`src/rtl/param_serializer_pkg.sv`:
```
// Shared types and helpers for the parametrised MSB-first serializer.
// Latency: n/a (types, constants and a pure function only).
// Backpressure: n/a.
// Contents: ser_state_t FSM encoding, DEF_MIN_LEN default, len_legal() check.
// Optional feature macro: SERIALIZER_PARITY_EN adds the PARITY state.
package serializer_pkg;

   localparam int DEF_MIN_LEN = 4;

`ifdef SERIALIZER_PARITY_EN
   typedef enum logic [1:0] {
      IDLE   = 2'd0,
      SHIFT  = 2'd1,
      PARITY = 2'd2
   } ser_state_t;
`else
   typedef enum logic [0:0] {
      IDLE  = 1'b0,
      SHIFT = 1'b1
   } ser_state_t;
`endif

   // A length is usable when it lies in min_len..data_w inclusive.
   function automatic logic len_legal(input int len, input int data_w, input int min_len);
      return (len >= min_len) && (len <= data_w);
   endfunction

endpackage

```
`src/rtl/param_serializer_if.sv`:
```
// Producer/serial-sink bundle for param_serializer.
// Latency: n/a (wires only).
// Backpressure: data_rdy_o from the serializer gates data_val_i transfers.
// Ports: master = producer/sink side, slave = serializer side.
interface param_serializer_if #(
   parameter int DATA_W = 16
) ();
   localparam int LEN_W = $clog2(DATA_W + 1);

   logic              data_val_i;
   logic [DATA_W-1:0] data_i;
   logic [LEN_W-1:0]  data_mod_i;
   logic              data_rdy_o;
   logic              ser_data_o;
   logic              ser_data_val_o;
   logic              busy_o;
   logic              len_err_o;

   modport master (
      output data_val_i, data_i, data_mod_i,
      input  data_rdy_o, ser_data_o, ser_data_val_o, busy_o, len_err_o
   );

   modport slave (
      input  data_val_i, data_i, data_mod_i,
      output data_rdy_o, ser_data_o, ser_data_val_o, busy_o, len_err_o
   );
endinterface

```
`src/rtl/param_serializer_counter.sv`:
```
// Loadable down-counter tracking the bits still to send after the current one.
// Latency: load/dec take effect on the next rising edge.
// Backpressure: none; dec is ignored once the count is zero, so it never wraps.
// Ports: clk/rst_n, load + load_val, dec, cnt (current count), zero (cnt == 0).
module ser_bit_counter #(
   parameter int W = 5
) (
   input  logic         clk,
   input  logic         rst_n,
   input  logic         load,
   input  logic [W-1:0] load_val,
   input  logic         dec,
   output logic [W-1:0] cnt,
   output logic         zero
);

   assign zero = (cnt == '0);

   always_ff @(posedge clk or negedge rst_n) begin
      if (!rst_n) begin
         cnt <= '0;
      end else if (load) begin
         cnt <= load_val;
      end else if (dec && !zero) begin
         cnt <= cnt - 1'b1;
      end
   end

endmodule

```
`src/rtl/param_serializer.sv`:
```
// Parallel-to-serial converter: sends the top len bits of each word MSB first.
// Latency: word accepted at edge N drives its first bit in cycle N+1 (registered).
// Backpressure: one-word holding register; data_rdy_o drops only while it is full.
// Ports: clk_i, rst_i (async active-low), bus (param_serializer_if.slave).
// Optional feature macro: SERIALIZER_PARITY_EN appends an even-parity bit per word.
module param_serializer
   import serializer_pkg::*;
#(
   parameter int DATA_W  = 16,
   parameter int MIN_LEN = DEF_MIN_LEN
) (
   input  logic              clk_i,
   input  logic              rst_i,
   param_serializer_if.slave bus
);

   localparam int LEN_W = $clog2(DATA_W + 1);

   ser_state_t        state;
   logic [DATA_W-1:0] sreg;
   logic [DATA_W-1:0] hold_dat;
   logic [LEN_W-1:0]  hold_len;
   logic              hold_empty;
   logic              ser_dat_q;
   logic              ser_vld_q;
   logic              busy_q;
   logic              len_err_q;
`ifdef SERIALIZER_PARITY_EN
   logic              par;
`endif

   logic              xfer;
   logic              legal;
   logic              xfer_ok;
   logic              xfer_bad;
   logic              word_end;
   logic              take_hold;
   logic              take_new;
   logic              to_hold;
   logic              load;
   logic              dec;
   logic [DATA_W-1:0] load_dat;
   logic [LEN_W-1:0]  load_len;
   logic [LEN_W-1:0]  cnt;
   logic              cnt_zero;

   always_comb begin
      xfer     = bus.data_val_i && hold_empty;
      legal    = len_legal(int'(bus.data_mod_i), DATA_W, MIN_LEN);
      xfer_ok  = xfer && legal;
      xfer_bad = xfer && !legal;
`ifdef SERIALIZER_PARITY_EN
      // The parity cycle is the last cycle of a word, so successors start from it.
      word_end = (state == PARITY);
`else
      word_end = (state == SHIFT) && cnt_zero;
`endif
      // A held word always has priority; while it is held, rdy is low so no
      // new transfer can coincide with the reload.
      take_hold = word_end && !hold_empty;
      take_new  = xfer_ok && ((state == IDLE) || word_end);
      to_hold   = xfer_ok && !take_new;
      load      = take_hold || take_new;
      load_dat  = take_hold ? hold_dat : bus.data_i;
      load_len  = take_hold ? hold_len : bus.data_mod_i;
      dec       = (state == SHIFT) && !cnt_zero;
   end

   // The counter holds the number of bits remaining after the one on the wire,
   // hence the len-1 load value.
   ser_bit_counter #(
      .W (LEN_W)
   ) u_cnt (
      .clk      (clk_i),
      .rst_n    (rst_i),
      .load     (load),
      .load_val (load_len - LEN_W'(1)),
      .dec      (dec),
      .cnt      (cnt),
      .zero     (cnt_zero)
   );

   always_ff @(posedge clk_i or negedge rst_i) begin
      if (!rst_i) begin
         state      <= IDLE;
         sreg       <= '0;
         hold_dat   <= '0;
         hold_len   <= '0;
         hold_empty <= 1'b1;
         ser_dat_q  <= 1'b0;
         ser_vld_q  <= 1'b0;
         busy_q     <= 1'b0;
         len_err_q  <= 1'b0;
`ifdef SERIALIZER_PARITY_EN
         par        <= 1'b0;
`endif
      end else begin
         len_err_q <= xfer_bad;

         if (take_hold) begin
            hold_empty <= 1'b1;
         end else if (to_hold) begin
            hold_empty <= 1'b0;
            hold_dat   <= bus.data_i;
            hold_len   <= bus.data_mod_i;
         end

         if (load) begin
            // The MSB goes straight to the output flop; the remainder is shifted.
            state     <= SHIFT;
            ser_dat_q <= load_dat[DATA_W-1];
            ser_vld_q <= 1'b1;
            busy_q    <= 1'b1;
            sreg      <= load_dat << 1;
`ifdef SERIALIZER_PARITY_EN
            par       <= load_dat[DATA_W-1];
`endif
         end else begin
            case (state)
               SHIFT: begin
                  if (!cnt_zero) begin
                     ser_dat_q <= sreg[DATA_W-1];
                     ser_vld_q <= 1'b1;
                     busy_q    <= 1'b1;
                     sreg      <= sreg << 1;
`ifdef SERIALIZER_PARITY_EN
                     par       <= par ^ sreg[DATA_W-1];
`endif
                  end else begin
`ifdef SERIALIZER_PARITY_EN
                     // par already covers every bit sent, including the last.
                     state     <= PARITY;
                     ser_dat_q <= par;
                     ser_vld_q <= 1'b1;
                     busy_q    <= 1'b1;
`else
                     state     <= IDLE;
                     ser_dat_q <= 1'b0;
                     ser_vld_q <= 1'b0;
                     busy_q    <= 1'b0;
`endif
                  end
               end
`ifdef SERIALIZER_PARITY_EN
               PARITY: begin
                  state     <= IDLE;
                  ser_dat_q <= 1'b0;
                  ser_vld_q <= 1'b0;
                  busy_q    <= 1'b0;
               end
`endif
               default: begin
                  state     <= IDLE;
                  ser_dat_q <= 1'b0;
                  ser_vld_q <= 1'b0;
                  busy_q    <= 1'b0;
               end
            endcase
         end
      end
   end

   assign bus.data_rdy_o     = hold_empty;
   assign bus.ser_data_o     = ser_dat_q;
   assign bus.ser_data_val_o = ser_vld_q;
   assign bus.busy_o         = busy_q;
   assign bus.len_err_o      = len_err_q;

   // Every word ends with the counter drained, so IDLE always sees zero.
   a_idle_cnt_zero : assert property (@(posedge clk_i) disable iff (!rst_i)
      (state == IDLE) |-> (cnt == '0));

endmodule
```
`src/flat_wrapper.sv`:
```
// flat-port wrapper written by rule: the top's interface ports become plain ports
module param_serializer_flat import serializer_pkg::*;
#(
   parameter int DATA_W  = 16,
   parameter int MIN_LEN = DEF_MIN_LEN
)
  (clk_i, rst_i, bus_data_val_i, bus_data_i, bus_data_mod_i, bus_data_rdy_o, bus_ser_data_o, bus_ser_data_val_o, bus_busy_o, bus_len_err_o);
  param_serializer_if #(.DATA_W(DATA_W)) bus_i ();
  input  logic clk_i;
  input  logic rst_i;
  input wire logic [$bits(bus_i.data_val_i)-1:0] bus_data_val_i;
  input wire logic [$bits(bus_i.data_i)-1:0] bus_data_i;
  input wire logic [$bits(bus_i.data_mod_i)-1:0] bus_data_mod_i;
  output wire logic [$bits(bus_i.data_rdy_o)-1:0] bus_data_rdy_o;
  output wire logic [$bits(bus_i.ser_data_o)-1:0] bus_ser_data_o;
  output wire logic [$bits(bus_i.ser_data_val_o)-1:0] bus_ser_data_val_o;
  output wire logic [$bits(bus_i.busy_o)-1:0] bus_busy_o;
  output wire logic [$bits(bus_i.len_err_o)-1:0] bus_len_err_o;
  assign bus_i.data_val_i = bus_data_val_i;
  assign bus_i.data_i = bus_data_i;
  assign bus_i.data_mod_i = bus_data_mod_i;
  assign bus_data_rdy_o = bus_i.data_rdy_o;
  assign bus_ser_data_o = bus_i.ser_data_o;
  assign bus_ser_data_val_o = bus_i.ser_data_val_o;
  assign bus_busy_o = bus_i.busy_o;
  assign bus_len_err_o = bus_i.len_err_o;
  param_serializer #(.DATA_W(DATA_W), .MIN_LEN(MIN_LEN)) u_core (.clk_i(clk_i), .rst_i(rst_i), .bus(bus_i));
endmodule
```
`config.mk`:
```
export PLATFORM = sky130hd
export DESIGN_NAME = param_serializer_flat
export DESIGN_NICKNAME = d
export VERILOG_FILES = /design/src/rtl/param_serializer_pkg.sv /design/src/rtl/param_serializer_if.sv /design/src/rtl/param_serializer_counter.sv /design/src/rtl/param_serializer.sv /design/src/flat_wrapper.sv
export SDC_FILE = /design/constraint.sdc
export NUM_CORES = 1
export LEC_CHECK = 0
export CAP_MARGIN = 20
export CORE_UTILIZATION = 35
export CTS_BUF_LIST = sky130_fd_sc_hd__clkbuf_8
export CTS_CLUSTER_DIAMETER = 80
export DETAILED_ROUTE_END_ITERATION = 7
export PLACE_DENSITY = 0.56
export RECOVER_POWER = 100
export SKIP_CTS_REPAIR_TIMING = 1
export SYNTH_ARGS = -nofsm -noshare
export SYNTH_HDL_FRONTEND = slang
export SYNTH_HIERARCHICAL = 1
export SYNTH_SLANG_ARGS = --single-unit
```
`constraint.sdc`:
```
create_clock -name clk_i -period 3.4 [get_ports clk_i]
set_clock_uncertainty 0.15 [all_clocks]
set_input_delay 0.34 -clock clk_i [delete_from_list [all_inputs] [get_ports clk_i]]
set_output_delay 0.34 -clock clk_i [all_outputs]
set_load 0.1 [all_outputs]
```
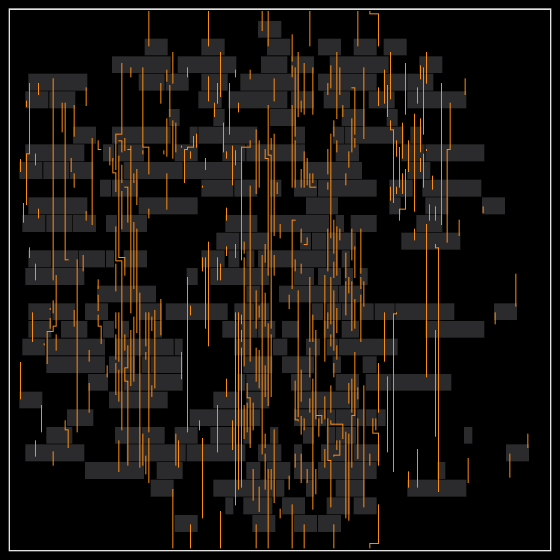
Figure 1: run 1, the metal 2 layer.
Cells faint in the background.
share of all routed wire: 47%
wire length on this layer: 2080 um
main direction: vertical
longest straight run: 37.6 um
nets with wire on the layer: 214
met2 Use GR: 0.219
WL final: 4400 um

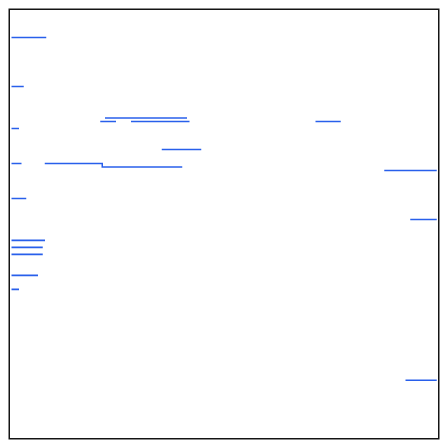
Figure 2: run 1, signal wires on met3.
nets with wire on the layer: 18
share of all routed wire: 2.9%
M3 GR Usage: 0.0318
Vias: 1541

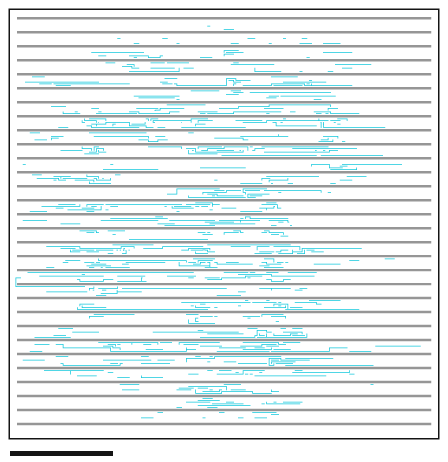
Figure 3: run 1, met1 routing.
The bar under the picture is 20 um long. Supply wires on this layer in grey.
main direction: horizontal
wire length on this layer: 2170 um
share of all routed wire: 49%
GR Layer Usage met1: 0.175

## run 1: cell usage after synthesis, types with 2 or more instances
cell,number,area share
a21oi_1,6,0.013
a221o_1,9,0.039
a221o_2,4,0.020
a22o_1,2,0.0076
buf_2,6,0.013
clkbuf_1,3,0.0049
dfrtp_1,44,0.48
ha_1,2,0.011
inv_1,7,0.011
mux2_2,23,0.11
mux2i_1,18,0.078
nand2_1,7,0.011
nor2_1,7,0.011
nor2b_1,4,0.011
nor3_1,15,0.033
or3_1,2,0.0054
xnor2_1,2,0.0076
## run 1: worst max-delay path, stage by stage, from the launching register on
cell and delay (ns):
dfrtp_1 0.38, inv_1 0.09, ha_1 0.17, or4b_1 0.52
inv_1 0.18, nand3b_1 0.19, mux2i_1 0.23, ha_1 0.24
mux4_2 0.50, o311a_1 0.13, nand2_1 0.06, o21ai_0 0.08
## run 1: flip-flops by register name, indices dropped and copies added, names as in the netlist
signal                 count
u_core/bus.busy_o          1
u_core/bus.data_rdy_o      1
u_core/bus.len_err_o       1
u_core/bus.ser_data_o      1
u_core/hold_dat           16
u_core/hold_len            5
u_core/sreg               15
u_core/u_cnt/cnt           5
## run 1: where the power goes
part | switching, mW | internal [mW]
Clock | 0.175 | 0.140
Sequential | 0 | 0.535
Combinational | 0.0290 | 0.0356
Total | 0.204 | 0.710
## run 1: path summary, 6_finish.rpt
check	end
max	u_core/u_cnt/cnt[4]
min	u_core/hold_dat[1]
max reg2reg	u_core/u_cnt/cnt[4]
min reg2reg	u_core/hold_dat[1]
max in group asynchronous	u_core/hold_dat[3]
min in group asynchronous	u_core/hold_dat[10]
==> results_dict.tcl, run 1 <==
# implementation run metrics
set metrics [dict create \
    hold-worst-slack_ns 0.357 \
    power.total_uw 914 \
    fin_tns_setup_ns 0 \
    die_h_um 83.2 \
    busiest_layer "met2" \
    rsz0062_at_grt "no" \
    overflow 0 \
    ios 29 \
    xor_area_frac 0.0114 \
    leakage_nw 1.36 \
    drive_above_1_share 0.214 \
    ys_sh_adder 0.0108 \
    start_kind "flip-flop" \
    syn_avg_cell_area_sq_um 12.3 \
    core_sq_mm 0.00635 \
    outcome "finished clean" \
    clk_path_buf_depth 2 \
    dp_slack_ns 0.384 \
    nFillCells 610 \
    timing.rr.start "u_core/u_cnt/cnt[0]" \
    clk_latency_ns 0.29 \
    vdd_ir_drop_max_uv 185 \
    seq_share 0.414 \
    clock_buffers 5 \
    cts.sink_count 45 \
    yosys_area_sq_mm 0.00231 \
    p_per_area_mw_per_mm2 336 \
    worstHoldStart "u_core/hold_dat[1]" \
    cp_max_fo 5 \
    cts_tree "built" \
    dominant_cells "registers" \
    async_flop_share 1.00 \
    utilization 0.429 \
    worst_slack_ns 0.334 \
    cp-end-kind "flip-flop" \
    fin_nets 245 \
    tap_cells 77 \
    comb_area_share 0.394 \
    edf_count 0 \
    firstDrtPassIters 4 \
    syn_to_final_growth_pct 17.9 \
    stdcell_count 297 \
    grt_pass1_vias 1523 \
    htree_levels 2 \
    num_antenna_cells 0 \
    ys_sh_mux 0.200 \
    drt_iter0_drc 56 \
    syn_inst 188 \
    synth_area_sq_mm 0.00231 \
    clock.fmax_mhz 326 \
]
==> run 1 -> run 2 <==
- CORE_MARGIN: not set -> 1
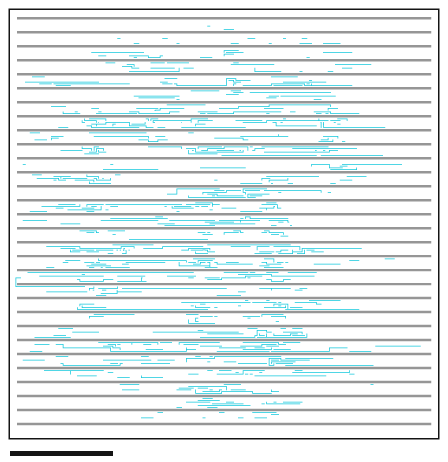
Figure 4: run 2, met1 routing.
The bar under the picture is 20 um long. Supply wires on this layer in grey.
share of all routed wire: 49%
nets with wire on the layer: 218
wire length on this layer: 2170 um
main direction: horizontal
longest straight run: 32.2 um

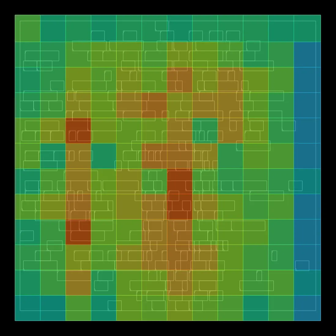
Figure 5: run 2, routing congestion map.
GRT Total Usage: 0.133
DR WL/cell: 14.8 um
fin util: 0.429
most used routing layer: met2

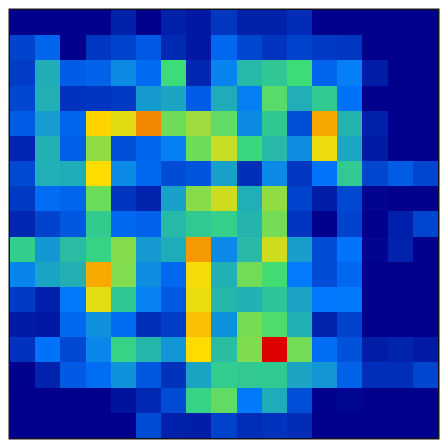
Figure 6: run 2, wiring heat map.
The die is cut into 17 by 17 equal tiles; dark blue is low, red is high, scaled to the fullest tile. Values are wire area over tile area, all layers added.
fullest tile: 0.40
nearly empty tiles: 20%
emptiest ninth of the die: south-east
densest ninth of the die: centre

==> run 2 against run 1 <==
Net effect:
- largest power group unchanged
- setup slack did not move
- non-clock buffer count unchanged
- largest cell class unchanged
- critical endpoint unchanged
- register-to-register slack about the same
- total power did not move
==> results_dict.tcl, run 2 <==
# implementation run metrics
set metrics [dict create \
    outcome "finished clean" \
    pg_clk_uw 314 \
    synth_area_sq_mm 0.00231 \
    yosys_area_sq_mm 0.00231 \
    cp_cell_sequence "inv_1 -> ha_1 -> or4b_1 -> inv_1 -> nand3b_1 -> mux2i_1 -> ha_1 -> mux4_2 -> o311a_1 -> nand2_1 -> o21ai_0" \
    drt_iter0_drc 56 \
    p_per_area_mw_per_mm2 336 \
    leakage_nw 1.36 \
    pg_seq_uw 535 \
    cp-end-kind "flip-flop" \
    worst_slack_ns 0.334 \
    vdd_ir_drop_max_uv 185 \
    cpPeakStageDelay_ns 0.52 \
    switchingPower_uw 204 \
    routed_wl_um 4400 \
    dr_total_vias 1541 \
    p_int_uw 710 \
    cp_max_fo 5 \
    cts.sink_count 45 \
    ys_top_cells_by_count "dfrtp_1 (44), mux2_2 (23), mux2i_1 (18)" \
    syn_to_final_growth_pct 17.9 \
    clock.fmax_mhz 326 \
    worstHoldStart "u_core/hold_dat[1]" \
    cts_tree "built" \
    switching_share 0.223 \
    netlist_top_cells_area "dfrtp_1 (48%), mux2_2 (11%), mux2i_1 (7.8%)" \
    die_h_um 83.2 \
    reg_top3 "u_core/hold_dat: 16 flops, u_core/sreg: 15 flops" \
    drive_above_1_share 0.214 \
    largest-register "u_core/hold_dat" \
    seq_power_share 0.585 \
    syn_avg_cell_area_sq_um 12.3 \
    cp_top_family "simple AND/OR/NAND/NOR gates" \
    clk_path_buf_depth 2 \
    ios 29 \
    top_area_cell "dfrtp_1" \
    comb_power_share 0.071 \
    fin_tns_setup_ns 0 \
    p_comb_uw 64.6 \
]
## run 2: cell counts after synthesis
No cell type changed its count.
## run 2: how the worst max path moves through the flow
stage	from	to	slack, ns	depth (start not counted)
after floorplan	u_core/u_cnt/cnt[0]	u_core/u_cnt/cnt[4]	0.32	12
after global placement	u_core/u_cnt/cnt[0]	u_core/u_cnt/cnt[4]	0.47	11
after detailed placement	u_core/u_cnt/cnt[0]	u_core/u_cnt/cnt[4]	0.38	11
after CTS	u_core/u_cnt/cnt[0]	u_core/u_cnt/cnt[4]	0.38	11
after global routing	u_core/u_cnt/cnt[0]	u_core/u_cnt/cnt[4]	0.19	11
final	u_core/u_cnt/cnt[0]	u_core/u_cnt/cnt[4]	0.33	11
## run 2: metrics by stage
stage	power [mW]	hold WS (ns)
CTS	0.932	0.102
floorplan	0.565	-0.106
global placement	0.611	0.334
detailed placement	0.610	0.342
finish	0.914	0.357
global route	0.961	0.364
## run 2: final cells by class
| cell class | count | area [sq um] |
|---|---|---|
| inverter | 7 | 26.3 |
| multi-input combinational | 124 | 1070 |
| fill | 610 | 3630 |
| clock buffer | 5 | 68.8 |
| timing repair buffer | 36 | 317 |
| clock inverter | 3 | 15.0 |
| sequential | 45 | 1130 |
| tap | 77 | 96.3 |
## run 2: logic make-up (layout without fill, tap and decap cells)
group	Yosys count	in the layout	share of synthesized area
muxes	42	42	0.200
adders and majority gates	2	2	0.0108
AOI/OAI and AO/OA	31	31	0.126
DFF	45	45	0.488
xor gates and xnor gates	3	3	0.0114
buffers and inverters	19	51	0.0461
and+or+nand+nor	46	46	0.118
## run 2: metal layers
metal,vias to the layer above,GRT usage,share of wire
li1,758,-,-
met1,757,0.175,0.49
met4,0,0.0376,0.0055
met5,-,0,0
met3,2,0.0318,0.029
met2,24,0.219,0.47
Power and IR drop assume default switching activity.
